[config.mk]
export PLATFORM = sky130hd
export DESIGN_NAME = hazard_controller
export DESIGN_NICKNAME = d
export VERILOG_FILES = /design/src/rtl/hazard_controller.sv
export SDC_FILE = /design/constraint.sdc
export NUM_CORES = 1
export LEC_CHECK = 0
export ABC_AREA = 1
export ABC_CLOCK_PERIOD_IN_PS = 4000
export CAP_MARGIN = 15
export CORE_UTILIZATION = 50
export DETAILED_ROUTE_END_ITERATION = 7
export PLACE_DENSITY_LB_ADDON = 0.12
export SYNTH_ARGS = -nofsm -noshare
export SYNTH_HDL_FRONTEND = slang
export SYNTH_SLANG_ARGS = --single-unit
export TNS_END_PERCENT = 1
[constraint.sdc]
create_clock -name clk -period 4 [get_ports clk]
set_input_delay 0.8 -clock clk [delete_from_list [all_inputs] [get_ports clk]]
set_output_delay 0.8 -clock clk [all_outputs]
set_load 0.01 [all_outputs]
[src/rtl/hazard_controller.sv]
`default_nettype none
// ============================================================================
//  Module      : hazard_controller
//  Description : Pipeline hazard unit for a 5-stage in-order core. Produces
//                per-stage stall and nullify controls from the memory-wait,
//                taken-branch, load-use and mul/div-busy conditions, tracks
//                the multi-cycle mul/div unit, and counts stalled cycles.
//  Ports       : clk, reset            - pipeline clock, sync active-high rst
//                d_*                   - decode-stage operand/opcode info
//                e_*                   - execute-stage writeback/branch info
//                m_mem_access/ready    - memory-stage handshake
//                stall_f/d/e/m         - hold the named stage register
//                nullify_d/e           - bubble into decode/execute register
//                muldiv_busy/done      - mul/div unit status
//                stall_cycles          - saturating count of decode stalls
//  Revision    : 1.0 - initial release
// ============================================================================
module hazard_controller #(
    parameter int MULDIV_LATENCY = 8
) (
    input  logic        clk,
    input  logic        reset,
    input  logic [4:0]  d_rs,
    input  logic [4:0]  d_rt,
    input  logic        d_use_rs,
    input  logic        d_use_rt,
    input  logic        d_muldiv_start,
    input  logic        d_muldiv_read,
    input  logic [4:0]  e_dest_reg,
    input  logic        e_write_reg,
    input  logic        e_mem_to_reg,
    input  logic        e_branch_taken,
    input  logic        m_mem_access,
    input  logic        m_mem_ready,
    output logic        stall_f,
    output logic        stall_d,
    output logic        stall_e,
    output logic        stall_m,
    output logic        nullify_d,
    output logic        nullify_e,
    output logic        muldiv_busy,
    output logic        muldiv_done,
    output logic [15:0] stall_cycles
);

    localparam logic [4:0] c_LATENCY = 5'(MULDIV_LATENCY);

    typedef enum logic [0:0] {
        S_IDLE = 1'b0,
        S_BUSY = 1'b1
    } state_t;

    state_t      r_state;
    state_t      w_state_nxt;
    logic [4:0]  r_cnt;
    logic [4:0]  w_cnt_nxt;
    logic [15:0] r_stall_cycles;

    logic w_mem_wait;
    logic w_load_use;
    logic w_md_hazard;
    logic w_busy;
    logic w_done;
    logic w_start_ok;

    assign w_busy = (r_state == S_BUSY);
    assign w_done = w_busy && (r_cnt == 5'd1);

    assign w_mem_wait = m_mem_access && !m_mem_ready;

    // Register 0 is hard-wired to zero, so a load targeting it is harmless.
    assign w_load_use = e_mem_to_reg && e_write_reg && (e_dest_reg != 5'd0) &&
                        ((d_use_rs && (d_rs == e_dest_reg)) ||
                         (d_use_rt && (d_rt == e_dest_reg)));

    // In the done cycle the result is ready for mfhi/mflo, but a new start
    // still waits one cycle so it is accepted cleanly from IDLE.
    assign w_md_hazard = w_busy &&
                         ((d_muldiv_read && !w_done) || d_muldiv_start);

    always_comb begin
        stall_f   = 1'b0;
        stall_d   = 1'b0;
        stall_e   = 1'b0;
        stall_m   = 1'b0;
        nullify_d = 1'b0;
        nullify_e = 1'b0;
        if (w_mem_wait) begin
            stall_f = 1'b1;
            stall_d = 1'b1;
            stall_e = 1'b1;
            stall_m = 1'b1;
        end else if (e_branch_taken) begin
            nullify_d = 1'b1;
            nullify_e = 1'b1;
        end else if (w_load_use || w_md_hazard) begin
            stall_f   = 1'b1;
            stall_d   = 1'b1;
            nullify_e = 1'b1;
        end
    end

    assign w_start_ok = d_muldiv_start && !stall_d && !nullify_e;

    // Mul/div sequencing: the counter runs free of pipeline stalls.
    always_comb begin
        w_state_nxt = r_state;
        w_cnt_nxt   = r_cnt;
        case (r_state)
            S_IDLE: begin
                if (w_start_ok) begin
                    w_state_nxt = S_BUSY;
                    w_cnt_nxt   = c_LATENCY;
                end
            end
            S_BUSY: begin
                if (r_cnt == 5'd1) begin
                    w_state_nxt = S_IDLE;
                    w_cnt_nxt   = 5'd0;
                end else begin
                    w_cnt_nxt = r_cnt - 5'd1;
                end
            end
            default: begin
                w_state_nxt = S_IDLE;
                w_cnt_nxt   = 5'd0;
            end
        endcase
    end

    always_ff @(posedge clk) begin
        if (reset) begin
            r_state        <= S_IDLE;
            r_cnt          <= 5'd0;
            r_stall_cycles <= 16'd0;
        end else begin
            r_state <= w_state_nxt;
            r_cnt   <= w_cnt_nxt;
            if (stall_d && (r_stall_cycles != 16'hFFFF)) begin
                r_stall_cycles <= r_stall_cycles + 16'd1;
            end
        end
    end

    assign muldiv_busy  = w_busy;
    assign muldiv_done  = w_done;
    assign stall_cycles = r_stall_cycles;

endmodule
`default_nettype wire
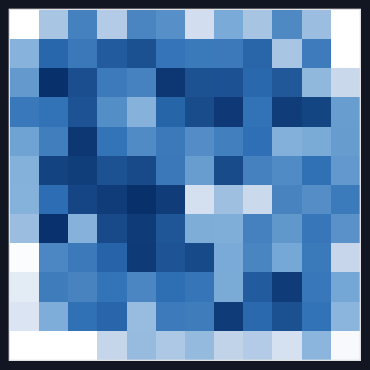
Fig. 1. Cell density map (run 1).
(6 px per um) The die is cut into 12 by 12 equal tiles; white is low, dark blue is high, 0 to 100% covered.
nearly empty tiles: 4.9%
emptiest ninth of the die: lower left
fullest tile: 100%
tiles over 75% full: 29%
fin util: 70.74%
floorplan utilization: 52.27%
total core area: 0.003028 sq mm

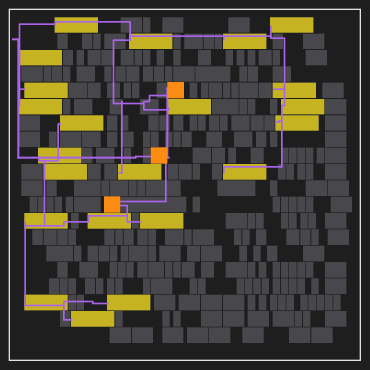
Fig. 2. Clock network drawn from the DEF (run 1).
(6 px per um)
[orange] clock drivers | count: 3
[purple] clock wires | length: 301 um
[yellow] flip-flops | count: 22
flops lie: widely spread
Clk pwr share: 32.8%
P_clk: 176 uW
worst clock skew: 0.02319 ns

==> flow_summary.yaml, run 1 <==
# synthesis and place-and-route metrics
cells_and_area:
  largestClassByArea: "combinational gates"
  num-fill-cells: 270
  layout-area-overhead-vs-synth_pct: 35.34
  inv_count: 39
  final-nonclk-buf-share_pct: 23.25
  lay_top_count: "nand2_1"
  clk_share_pct: 2.453
  lay_top_cells: "nand2_1 (66), clkdlybuf4s50_1 (49), nor2_1 (29), inv_1 (26), dfxtp_1 (22)"
  nNonClkBuffers: 50
  flops: 22
  largest_reg_flops: 16
  instances_no_fill: 341
  num_antenna_cells: 0
  clockBufferCount: 3
  comb_cells: 182
power:
  seq_power_uw: 233
  power_leader: "sequential cells"
  internal-power_uw: 389.1
  power_density_mw_per_mm2: 250.3
  p_sw_share_pct: 27.42
  p_seq_share_pct: 43.5
  power_leakage_nw: 0.9120
  p_switching_uw: 147.0
timing:
  worst_slew_pin_slew_ns: 0.5815
  hold_violations: 0
  fin_crit_sh_pct: 84.30
  slew_headroom_pct: 61.19
  slew_viol_final: 0
  hold_ws_ns: 0.4900
  setup_violations: 0
  fmax_ghz: 0.2966
  min_period_ns: 3.372
placed_design:
  gp_congestion: 0.8694
  placed_area_sq_mm: 0.002090
  hpwl_um: 2775
  dp_slack_ns: 0.5975
  portBuffers: 49
  dp_cells: 337
grt:
  overflow: 0
  grt_max_degree: 18
  grt_first_pass_wirelength_um: 6230
logic_synthesis:
  yosys_area_sq_mm: 0.001583
  logic_family: "simple AND/OR/NAND/NOR gates"
  ys_types: 27
  yosysWarnings: 0
  synthAdderAreaFrac_pct: 2.372
  fp_nets: 280
  ys_ff: 22
  simple_gate_share_pct: 41.74
  aoi_share_pct: 7.589
  syn_area_sq_mm: 0.001583
cts:
  cts_hold_buf: 0
  cts_tree: "yes"
  cts.htree.levels: 1
job:
  cap_violations: 0
  warnings: 27
worst_hold_path:
  min_path_cells: 2
  hold_class: "register to register"
  min_to: "r_cnt[1]$_SDFFE_PP0P_"
  hold_start: "r_cnt[1]$_SDFFE_PP0P_"
drt:
  met1Wirelength_um: 1780
  drt_iter0_markers: 103
  detail_route.wl_per_cell_um: 11.01
  met3WireLength_um: 190
  wl_met2_um: 1741
  vias_per_cell: 4.915
  final_antenna_net_count: 0
  drcViolationCount: 0
critical_path:
  cp-startpoint: "e_dest_reg[4]"
  worstRegToRegCells: 9
  arrival_ns: 2.57
  endpoint: "stall_f"
  reg2reg_from: "stall_cycles[0]$_SDFFE_PP0P_"
  worst_setup_path_start_kind: "primary input"
  path_max_fanout: 4
floorplan:
  die_y_um: 58.27
  row_count: 20
  dieArea_sq_mm: 0.003395
  ios: 50
  chipWidth_um: 58.27
run_status:
  outcome: "completed"
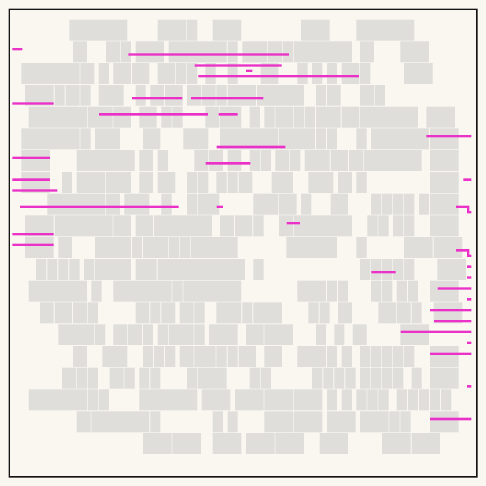
Fig. 3. Met3 routing (run 1).
(8 px per um)
wire length on this layer: 190 um
longest straight run: 19.8 um
share of all routed wire: 5.1%
nets with wire on the layer: 33
via count: 1676
met3 Use GR: 3.125%
Final Routed Wirelength: 3754 um

## run 1: synth_stat cells (all sizes together)
master  number
inv         37
ha           3
clkbuf       3
nor2        29
nand3       19
or2          1
nor3b        1
buf          5
dfxtp       22
a22oi        1
a31oi        2
nand2       69
o21ai        2
clkinv       2
xor2        11
a21oi       18
nand4       17
nor3         5
xnor2        4
## run 1: worst max-delay path, stage by stage
cell and delay (ns):
clkdlybuf4s50_1 0.52, inv_2 0.06, nand2_1 0.05, nand2_1 0.05
nor2_1 0.10, nand3_1 0.07, nand2_1 0.06, nand2_1 0.10
a31oi_1 0.19, clkdlybuf4s50_1 0.57
## run 1: per-layer routing
layer,vias to the layer above,track usage [%]
met3,6,3.125
li1,893,-
met5,-,0
met4,0,8.163
met1,732,32.97
met2,45,37.27
Fig. 4: run 1, signal wires on met1
(4 px per um) Supply wires on this layer in gray.
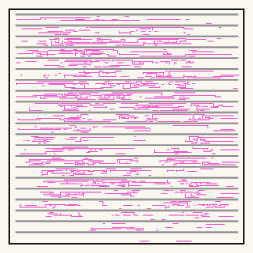

==> inputs of run 2 (changes only) <==
--- a/config.mk
+++ b/config.mk
@@ -6,9 +6,9 @@
 export NUM_CORES = 1
 export LEC_CHECK = 0
 export ABC_AREA = 1
-export ABC_CLOCK_PERIOD_IN_PS = 4000
+export ABC_CLOCK_PERIOD_IN_PS = 3090
 export CAP_MARGIN = 15
-export CORE_UTILIZATION = 50
+export CORE_UTILIZATION = 42
 export DETAILED_ROUTE_END_ITERATION = 7
 export PLACE_DENSITY_LB_ADDON = 0.12
 export SYNTH_ARGS = -nofsm -noshare
==> constraint.sdc (replaced) <==
create_clock -name clk -period 3.09 [get_ports clk]
set_input_delay 0.618 -clock clk [delete_from_list [all_inputs] [get_ports clk]]
set_output_delay 0.618 -clock clk [all_outputs]
set_load 0.01 [all_outputs]
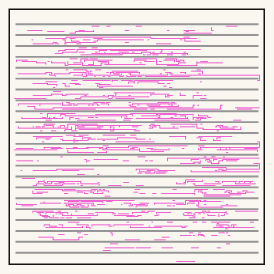
Fig. 5. Signal wires on met1 (run 2).
(4 px per um) Supply wires on this layer in gray.
nets with wire on the layer: 290
wire length on this layer: 1890 um
share of all routed wire: 51%
main direction: horizontal
longest straight run: 35.0 um
met1 Use GR: 26.47%
via count: 1660

==> run 2 against run 1 <==
  * Critical path depth stayed put
  * Total power rose by 20%
  * Register-to-register slack lost 0.84 ns
  * Wire length shrank 1.8%
  * Worst hold slack got worse by 0.0078 ns
  * Clock skew down 0.013 ns
  * Sequential share of layout area fell by 0.19 points
  * First-iteration DRC count decreased by 22%
  * Synthesized cell count unchanged
  * Global-route usage shrank 4.5 points
  * Design area up 0.93%
  * Via count decreased by 0.95%
==> flow_summary.yaml, run 2 <==
# synthesis and place-and-route metrics
run_status:
  outcome: "completed"
floorplan:
  dieArea_sq_mm: 0.004018
  core_area_sq_mm: 0.003468
  initCoreUtil_pct: 45.63
  chipWidth_um: 63.39
  row_count: 21
  die_y_um: 63.39
  ios: 50
critical_path:
  slowest_delay_ns: 0.54
  cp_num_cells: 10
  path_max_fanout: 4
  crit_buf_inv: 3
  path_delay_family: "buffers and inverters"
  arrival_ns: 2.01
  cp_cell_sequence: "clkdlybuf4s50_1 > inv_2 > nand2_1 > nand2_1 > nor2_1 > nand3_1 > nand2_1 > nand2_1 > a31oi_2 > dlymetal6s2s_1"
  reg2reg_from: "stall_cycles[0]$_SDFFE_PP0P_"
  worst_setup_path_start_kind: "primary input"
  cpMostUsedCell: "nand2_1"
  critPathKind: "primary input to output port"
  worstRegToRegCells: 10
  endpoint: "stall_d"
  cp-startpoint: "e_dest_reg[0]"
  crit_slowest_cell: "clkdlybuf4s50_1"
logic_synthesis:
  ys_types: 27
  yosysMostFrequentCell: "nand2_1"
  syn_area_sq_mm: 0.001583
  yosys_area_sq_mm: 0.001583
  synth_cells: 251
  synthTopCellsByCount: "nand2_1 (66), nor2_1 (29), inv_1 (26)"
  edf_count: 0
  ff_type: "dfxtp_1"
  yosysWarnings: 0
  fp_nets: 280
  ys_ff: 22
grt:
  grt_pass1_vias: 1443
  overflow: 0
  grt_max_degree: 18
  grt_first_pass_wirelength_um: 6182
placed_design:
  hpwl_um: 2779
  dp_cells: 341
  gp_congestion: 0.8019
  dp_slack_ns: 0.04432
  portBuffers: 49
  placed_area_sq_mm: 0.002107
worst_hold_path:
  hold_class: "register to register"
  hold_start: "stall_cycles[15]$_SDFFE_PP0P_"
  min_to: "stall_cycles[15]$_SDFFE_PP0P_"
  min_path_cells: 2
timing:
  setup_violations: 0
  fmax_ghz: 0.3803
  hold_ws_ns: 0.4822
  finalClockSkew_ns: 0.009757
  slew_headroom_pct: 67.91
  hold_violations: 0
  fin_tns_setup_ns: 0
  slew_viol_final: 0
  fin_crit_sh_pct: 85.10
  min_period_ns: 2.630
  worst_slew_pin_slew_ns: 0.4777
cts:
  cts_tree: "yes"
  cts.path.max_buffers: 2
  cts_hold_buf: 0
  cts.htree.levels: 1
  clk_latency_ns: 0.26
power:
  seq_power_uw: 301
  power_leakage_nw: 0.9551
  clkPwrFrac_pct: 27.3
  clock_power_uw: 176
  p_sw_share_pct: 28.54
  p_total_uw: 643.9
  power_leader: "sequential cells"
  p_seq_share_pct: 46.8
  power_density_mw_per_mm2: 297.8
  p_switching_uw: 183.8
  internal-power_uw: 460.2
drt:
  totalWireLength_um: 3685
  vias_per_cell: 4.826
  final_antenna_net_count: 0
  detail_route.wl_per_cell_um: 10.71
  drt_iter0_markers: 80
  drcViolationCount: 0
cells_and_area:
  largest_reg_flops: 16
  instances_no_fill: 344
  num-fill-cells: 349
  lay_top_count: "nand2_1"
  lay_top_cells: "nand2_1 (66), clkdlybuf4s50_1 (46), nor2_1 (29), inv_1 (26), dfxtp_1 (22)"
  layout-area-overhead-vs-synth_pct: 36.60
  final_core_util_pct: 62.34
  num_antenna_cells: 0
job:
  cap_violations: 0
  warnings: 27
-- run 2: final cells by class --
cell class	instances	area share, %
well taps	46	2.662
inverters	39	6.771
clock buffers	3	1.910
multi-input cells	182	44.21
repair buffers	52	24.07
flip-flops and latches	22	20.37
-- run 2: metal layers --
metal | part of all wire, % | GRT usage [%]
met5 | 0 | 0
met4 | 1.1 | 6.534
met3 | 5.2 | 2.717
met2 | 42 | 29.79
met1 | 51 | 26.47
-- run 2: cell families (layout without fill, tap and decap cells) --
kind of cell	Yosys count	after routing	synth area share [%]
AND/OR/NAND/NOR	141	141	41.74
buffers and inverters	47	94	12.17
AND-OR/OR-AND	23	23	7.589
flip-flops	22	22	27.83
XOR/XNOR	15	15	8.300
adder cells (fa/ha/maj)	3	3	2.372
No activity file was given, so power comes from the tool's default toggle rates.
